### src/rtl/serializer_10_to_1_7bits_if.sv
// rtl/serializer_10_to_1_7bits_if.sv - parallel-load / serial-beat bus for the 10-to-1 serializer
interface serializer_10_to_1_7bits_if #(
   parameter int DATA_WIDTH = 7
);
   logic                  load;
   logic [DATA_WIDTH-1:0] din_1;
   logic [DATA_WIDTH-1:0] din_2;
   logic [DATA_WIDTH-1:0] din_3;
   logic [DATA_WIDTH-1:0] din_4;
   logic [DATA_WIDTH-1:0] din_5;
   logic [DATA_WIDTH-1:0] din_6;
   logic [DATA_WIDTH-1:0] din_7;
   logic [DATA_WIDTH-1:0] din_8;
   logic [DATA_WIDTH-1:0] din_9;
   logic [DATA_WIDTH-1:0] din_10;
   logic [DATA_WIDTH-1:0] dout;
   logic [3:0]            dout_sel;
   logic                  dout_valid;
   logic                  dout_ready;
   logic                  busy;
   logic                  done;

   // producer of the parallel lanes and consumer of the serial beats
   modport master (
      output load, din_1, din_2, din_3, din_4, din_5,
             din_6, din_7, din_8, din_9, din_10, dout_ready,
      input  dout, dout_sel, dout_valid, busy, done
   );

   // the serializer itself
   modport slave (
      input  load, din_1, din_2, din_3, din_4, din_5,
             din_6, din_7, din_8, din_9, din_10, dout_ready,
      output dout, dout_sel, dout_valid, busy, done
   );
endinterface

### src/rtl/serializer_10_to_1_7bits.sv
// rtl/serializer_10_to_1_7bits.sv - captures ten lanes on load and streams them out one beat at a time
module serializer_10_to_1_7bits #(
   parameter int DATA_WIDTH = 7
) (
   input  logic                      clk,
   input  logic                      rst_n,
   serializer_10_to_1_7bits_if.slave bus
);
   localparam int         LANES    = 10;
   localparam logic [3:0] LAST_IDX = 4'd9;

   typedef enum logic {IDLE, SEND} state_t;

   state_t                state;
   state_t                state_next;
   logic [3:0]            idx;
   logic [3:0]            idx_next;
   logic                  capture;
   logic                  accept;
   logic                  last;
   logic [DATA_WIDTH-1:0] lanes [LANES];
   logic [DATA_WIDTH-1:0] hold  [LANES];
   logic [DATA_WIDTH-1:0] dout_q;
   logic                  done_q;

   assign lanes[0] = bus.din_1;
   assign lanes[1] = bus.din_2;
   assign lanes[2] = bus.din_3;
   assign lanes[3] = bus.din_4;
   assign lanes[4] = bus.din_5;
   assign lanes[5] = bus.din_6;
   assign lanes[6] = bus.din_7;
   assign lanes[7] = bus.din_8;
   assign lanes[8] = bus.din_9;
   assign lanes[9] = bus.din_10;

   // state and beat index registers
   always_ff @(posedge clk or negedge rst_n) begin
      if (!rst_n) begin
         state <= IDLE;
         idx   <= 4'd0;
      end else begin
         state <= state_next;
         idx   <= idx_next;
      end
   end

   // next state: load is only looked at in IDLE, so a load during SEND
   // (including the final acceptance cycle) is silently dropped
   always_comb begin
      state_next = state;
      idx_next   = idx;
      capture    = 1'b0;
      accept     = 1'b0;
      last       = 1'b0;
      case (state)
         IDLE: begin
            if (bus.load) begin
               capture    = 1'b1;
               idx_next   = 4'd0;
               state_next = SEND;
            end
         end
         SEND: begin
            if (bus.dout_ready) begin
               accept = 1'b1;
               if (idx == LAST_IDX) begin
                  last       = 1'b1;
                  idx_next   = 4'd0;
                  state_next = IDLE;
               end else begin
                  idx_next = idx + 4'd1;
               end
            end
         end
         default: begin
            state_next = IDLE;
            idx_next   = 4'd0;
         end
      endcase
   end

   // holding register, written only when a load is honoured
   always_ff @(posedge clk or negedge rst_n) begin
      if (!rst_n) begin
         for (int i = 0; i < LANES; i++) begin
            hold[i] <= '0;
         end
      end else if (capture) begin
         for (int i = 0; i < LANES; i++) begin
            hold[i] <= lanes[i];
         end
      end
   end

   // registered beat data: first lane straight from the inputs on capture,
   // later lanes from the holding register, zero once the frame ends
   always_ff @(posedge clk or negedge rst_n) begin
      if (!rst_n) begin
         dout_q <= '0;
      end else if (capture) begin
         dout_q <= lanes[0];
      end else if (last) begin
         dout_q <= '0;
      end else if (accept) begin
         dout_q <= hold[idx_next];
      end
   end

   // end-of-frame pulse, high for the cycle after the tenth acceptance
   always_ff @(posedge clk or negedge rst_n) begin
      if (!rst_n) begin
         done_q <= 1'b0;
      end else begin
         done_q <= last;
      end
   end

   assign bus.dout       = dout_q;
   assign bus.dout_sel   = idx;
   assign bus.dout_valid = (state == SEND);
   assign bus.busy       = (state == SEND);
   assign bus.done       = done_q;
endmodule
### src/flat_wrapper.sv
// flat-port wrapper written by rule: the top's interface ports become plain ports
module serializer_10_to_1_7bits_flat 
#(
   parameter int DATA_WIDTH = 7
)
  (clk, rst_n, bus_load, bus_din_1, bus_din_2, bus_din_3, bus_din_4, bus_din_5, bus_din_6, bus_din_7, bus_din_8, bus_din_9, bus_din_10, bus_dout_ready, bus_dout, bus_dout_sel, bus_dout_valid, bus_busy, bus_done);
  serializer_10_to_1_7bits_if #(.DATA_WIDTH(DATA_WIDTH)) bus_i ();
  input  logic clk;
  input  logic rst_n;
  input wire logic [$bits(bus_i.load)-1:0] bus_load;
  input wire logic [$bits(bus_i.din_1)-1:0] bus_din_1;
  input wire logic [$bits(bus_i.din_2)-1:0] bus_din_2;
  input wire logic [$bits(bus_i.din_3)-1:0] bus_din_3;
  input wire logic [$bits(bus_i.din_4)-1:0] bus_din_4;
  input wire logic [$bits(bus_i.din_5)-1:0] bus_din_5;
  input wire logic [$bits(bus_i.din_6)-1:0] bus_din_6;
  input wire logic [$bits(bus_i.din_7)-1:0] bus_din_7;
  input wire logic [$bits(bus_i.din_8)-1:0] bus_din_8;
  input wire logic [$bits(bus_i.din_9)-1:0] bus_din_9;
  input wire logic [$bits(bus_i.din_10)-1:0] bus_din_10;
  input wire logic [$bits(bus_i.dout_ready)-1:0] bus_dout_ready;
  output wire logic [$bits(bus_i.dout)-1:0] bus_dout;
  output wire logic [$bits(bus_i.dout_sel)-1:0] bus_dout_sel;
  output wire logic [$bits(bus_i.dout_valid)-1:0] bus_dout_valid;
  output wire logic [$bits(bus_i.busy)-1:0] bus_busy;
  output wire logic [$bits(bus_i.done)-1:0] bus_done;
  assign bus_i.load = bus_load;
  assign bus_i.din_1 = bus_din_1;
  assign bus_i.din_2 = bus_din_2;
  assign bus_i.din_3 = bus_din_3;
  assign bus_i.din_4 = bus_din_4;
  assign bus_i.din_5 = bus_din_5;
  assign bus_i.din_6 = bus_din_6;
  assign bus_i.din_7 = bus_din_7;
  assign bus_i.din_8 = bus_din_8;
  assign bus_i.din_9 = bus_din_9;
  assign bus_i.din_10 = bus_din_10;
  assign bus_i.dout_ready = bus_dout_ready;
  assign bus_dout = bus_i.dout;
  assign bus_dout_sel = bus_i.dout_sel;
  assign bus_dout_valid = bus_i.dout_valid;
  assign bus_busy = bus_i.busy;
  assign bus_done = bus_i.done;
  serializer_10_to_1_7bits #(.DATA_WIDTH(DATA_WIDTH)) u_core (.clk(clk), .rst_n(rst_n), .bus(bus_i));
endmodule
### config.mk
export PLATFORM = sky130hd
export DESIGN_NAME = serializer_10_to_1_7bits_flat
export DESIGN_NICKNAME = d
export VERILOG_FILES = /design/src/rtl/serializer_10_to_1_7bits_if.sv /design/src/rtl/serializer_10_to_1_7bits.sv /design/src/flat_wrapper.sv
export SDC_FILE = /design/constraint.sdc
export NUM_CORES = 1
export LEC_CHECK = 0
export ABC_AREA = 1
export CAP_MARGIN = 40
export CELL_PAD_IN_SITES_DETAIL_PLACEMENT = 1
export CELL_PAD_IN_SITES_GLOBAL_PLACEMENT = 2
export CORE_MARGIN = 4
export CORE_UTILIZATION = 26
export CTS_CLUSTER_DIAMETER = 120
export DETAILED_ROUTE_END_ITERATION = 8
export PLACE_DENSITY_LB_ADDON = 0.1
export SLEW_MARGIN = 10
export SYNTH_ARGS = -nofsm -noshare
export SYNTH_HDL_FRONTEND = slang
export SYNTH_SLANG_ARGS = --single-unit
### constraint.sdc
create_clock -name clk -period 1.8 [get_ports clk]
set_input_delay 0.27 -clock clk [delete_from_list [all_inputs] [get_ports clk]]
set_output_delay 0.27 -clock clk [all_outputs]
set_load 0.02 [all_outputs]
**Signal wires on met1**

Scale bar: 50 um.
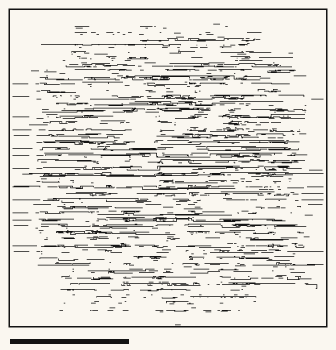
share of all routed wire: 45%
longest straight run: 46.9 um
wire length on this layer: 6,200 um
main direction: horizontal
via count: 3,846
drt total wl: 13,700 um
met1 Use GR: 21.4%

**Signal wires on met2**

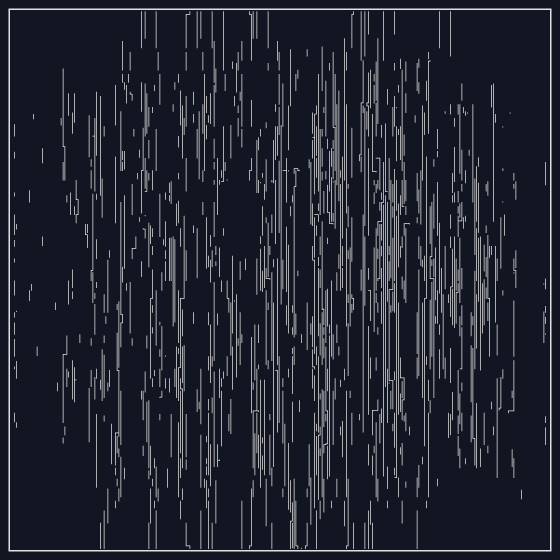
nets with wire on the layer: 612
wire length on this layer: 6,710 um

**Metal 3**

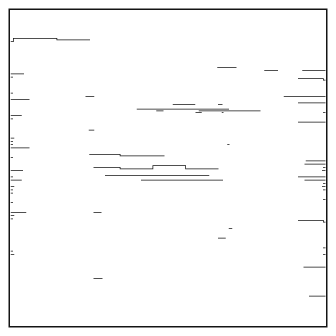
nets with wire on the layer: 56
longest straight run: 43.7 um
main direction: horizontal

**Congestion heat map**

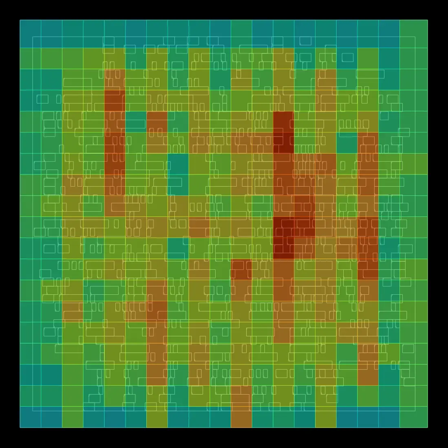
grt peak-use layer: met2
grt met2 use: 27.1%

==> layout by cell type (no fill, tap or decap), types with 8 or more instances in the layout <==
master and count:
buf_4 28, buf_6 8, clkbuf_16 9, clkdlybuf4s50_1 82, dfrtp_1 80, inv_1 35
nand2_1 275, nand2_2 15, nand3_1 31, nor2_1 9, o21ai_0 25
==> power groups by stage <==
stage / clock [mW] / combinational, mW / sequential [mW]
after detailed placement: 0 / 4.58 / 3.29
after global routing: 1.97 / 6.11 / 3.38
after floorplan: 0 / 2.71 / 3.26
final: 1.84 / 5.44 / 3.27
after CTS: 1.89 / 5.19 / 3.28
after global placement: 0 / 4.50 / 3.29
==> worst min-delay path by stage <==
stage	startpoint	to	slack, ns	depth (start not counted)
3_5_place_dp	rst_n	u_core.hold[53]	0.19	1
5_1_grt	rst_n	u_core.hold[55]	0.38	2
3_3_place_gp	rst_n	u_core.hold[53]	0.19	1
2_1_floorplan	rst_n	u_core.bus.busy	-0.03	0
6_report	rst_n	u_core.hold[59]	0.37	2
4_1_cts	rst_n	u_core.hold[53]	0.37	2
==> stage by stage <==
stage	hold WS [ns]	std cells	power [mW]	area (um2)	utilization [%]
2_1_floorplan	-0.0256	550	5.97	4090	-
3_3_place_gp	0.193	856	7.79	5380	35.1
3_5_place_dp	0.194	856	7.87	5380	35.1
4_1_cts	0.369	878	10.4	5880	38.4
5_1_grt	0.383	880	11.5	6010	39.3
6_report	0.373	880	10.5	6010	39.3
==> flip-flops by register name (all words and copies together), names as in the netlist <==
name / cells
u_core.hold: 70
u_core.bus.done: 1
u_core.bus.dout: 7
u_core.bus.dout_sel: 4
u_core.bus.busy: 1
==> what timing repair did <==
action	CTS	global route
endpoints found under the setup margin	10	28
cloned	2	0
hold buffers	1	0
endpoints found under the hold margin	18	0
gates resized	28	36
setup buffers	5	3
pin swaps	11	19
==> reports/summary.txt <==
Status - finished, violations left
Failing checks - negative setup slack
Leading cell kind - sequential cells
Synthesized area - 4080 um2
Antenna diodes - 0
Compound Share, Synth - 5.70%
YS warnings - 0
Main logic family - simple AND/OR/NAND/NOR gates
Max cap viols - 0
Drc violations - 0
Seq area share - 34.6%
Pre-Repair DR Iteration Count - 4
Synth top cells by count - 287 x nand2_1, 83 x dfrtp_1, 39 x inv_1, 39 x nand3_1, 25 x o21ai_0
Max incr delay on CP - 0.40 ns
Yosys cell types - 26
Met1 wire length - 6200 um
Post-synth top area share - 50.9%
Met3 GRT Util - 2.76%
TritonCTS Sinks - 83
Synth Flop Type - dfrtp_1
Top routing layer in use - met4
Data arrival time at the worst-slack endpoint - 2.17 ns
WL met3 - 497 um
Layout cells sized above 1 - 16.4%
Reg power frac - 31.0%
Critical Path Sink - u_core.bus.dout[3]
Syn Inst Count - 550
Summed standard-cell area reported by yosys - 4080 um2
Critical path peak fanout - 3
FF/Latch Area - 2080 um2
Combinational share of power - 51.6%
Late-Pin Clk Latency - 0.34 ns
CTS max path bufs - 2
Final Hold Fails - 0
Worst-Margin Slew - 0.480 ns
Adder share - 0.613%
Setup WS post-layout - -0.137 ns
HP Class - in2async
Worst Path Required - 2.03 ns
Top cells by area - dfrtp_1 51%, nand2_1 26%, nand3_1 4.8%
IO Port Bufs - 87
Final setup fails - 7
Crit path depth - 17
Count of tool warnings - 29
Crit-path most repeated cell - nand2_2
Global-route wire length before repair - 22,900 um
Reg2Reg Depth - 17
Crit path kind - reg2reg
Boundary pin count - 88
Die Wd - 133 um
Async S/R FF share, synth - 100%
CTS buffer count - 9
Comb. cell area - 1870 um2
Detailed placement HPWL - 9920 um
Rel. slew slack - 68.0%
Synth Area in Simple Gates - 35.0%
Layout Nets - 742
Crit path from - u_core.bus.dout_sel[1]
Int Pwr - 6.18 mW
Die Area - 17,800 um2
Reg clk slew, reported paths - 0.06 ns
RR Endpoint - u_core.bus.dout[3]
Inverter count - 42
Register share after synthesis - 50.9%
Cell family with most CP delay - simple AND/OR/NAND/NOR gates
Worst R2R Setup Slack - -0.14 ns
Clock power share - 17.4%
Vias in the first global route - 4,243
Gpl congestion - 0.840
Fmax - 516 MHz
Seq cells post-synth - 83
Initial drt markers - 141
H-tree depth - 3
Leakage - 3.00 nW
Average wire per standard cell - 15.5 um
Buffers excl. clock - 131
Root buffer cell - clkbuf_16
Initial antenna violation count - 0
Non-clock buffer share - 22.3%
Clock buffers - 12
Post-place setup slack - -0.433 ns
GRT overflow - 0
Mapped Avg Cell Area - 7.43 um2
Power figures rest on the tool's default switching activity, not on a simulated workload.
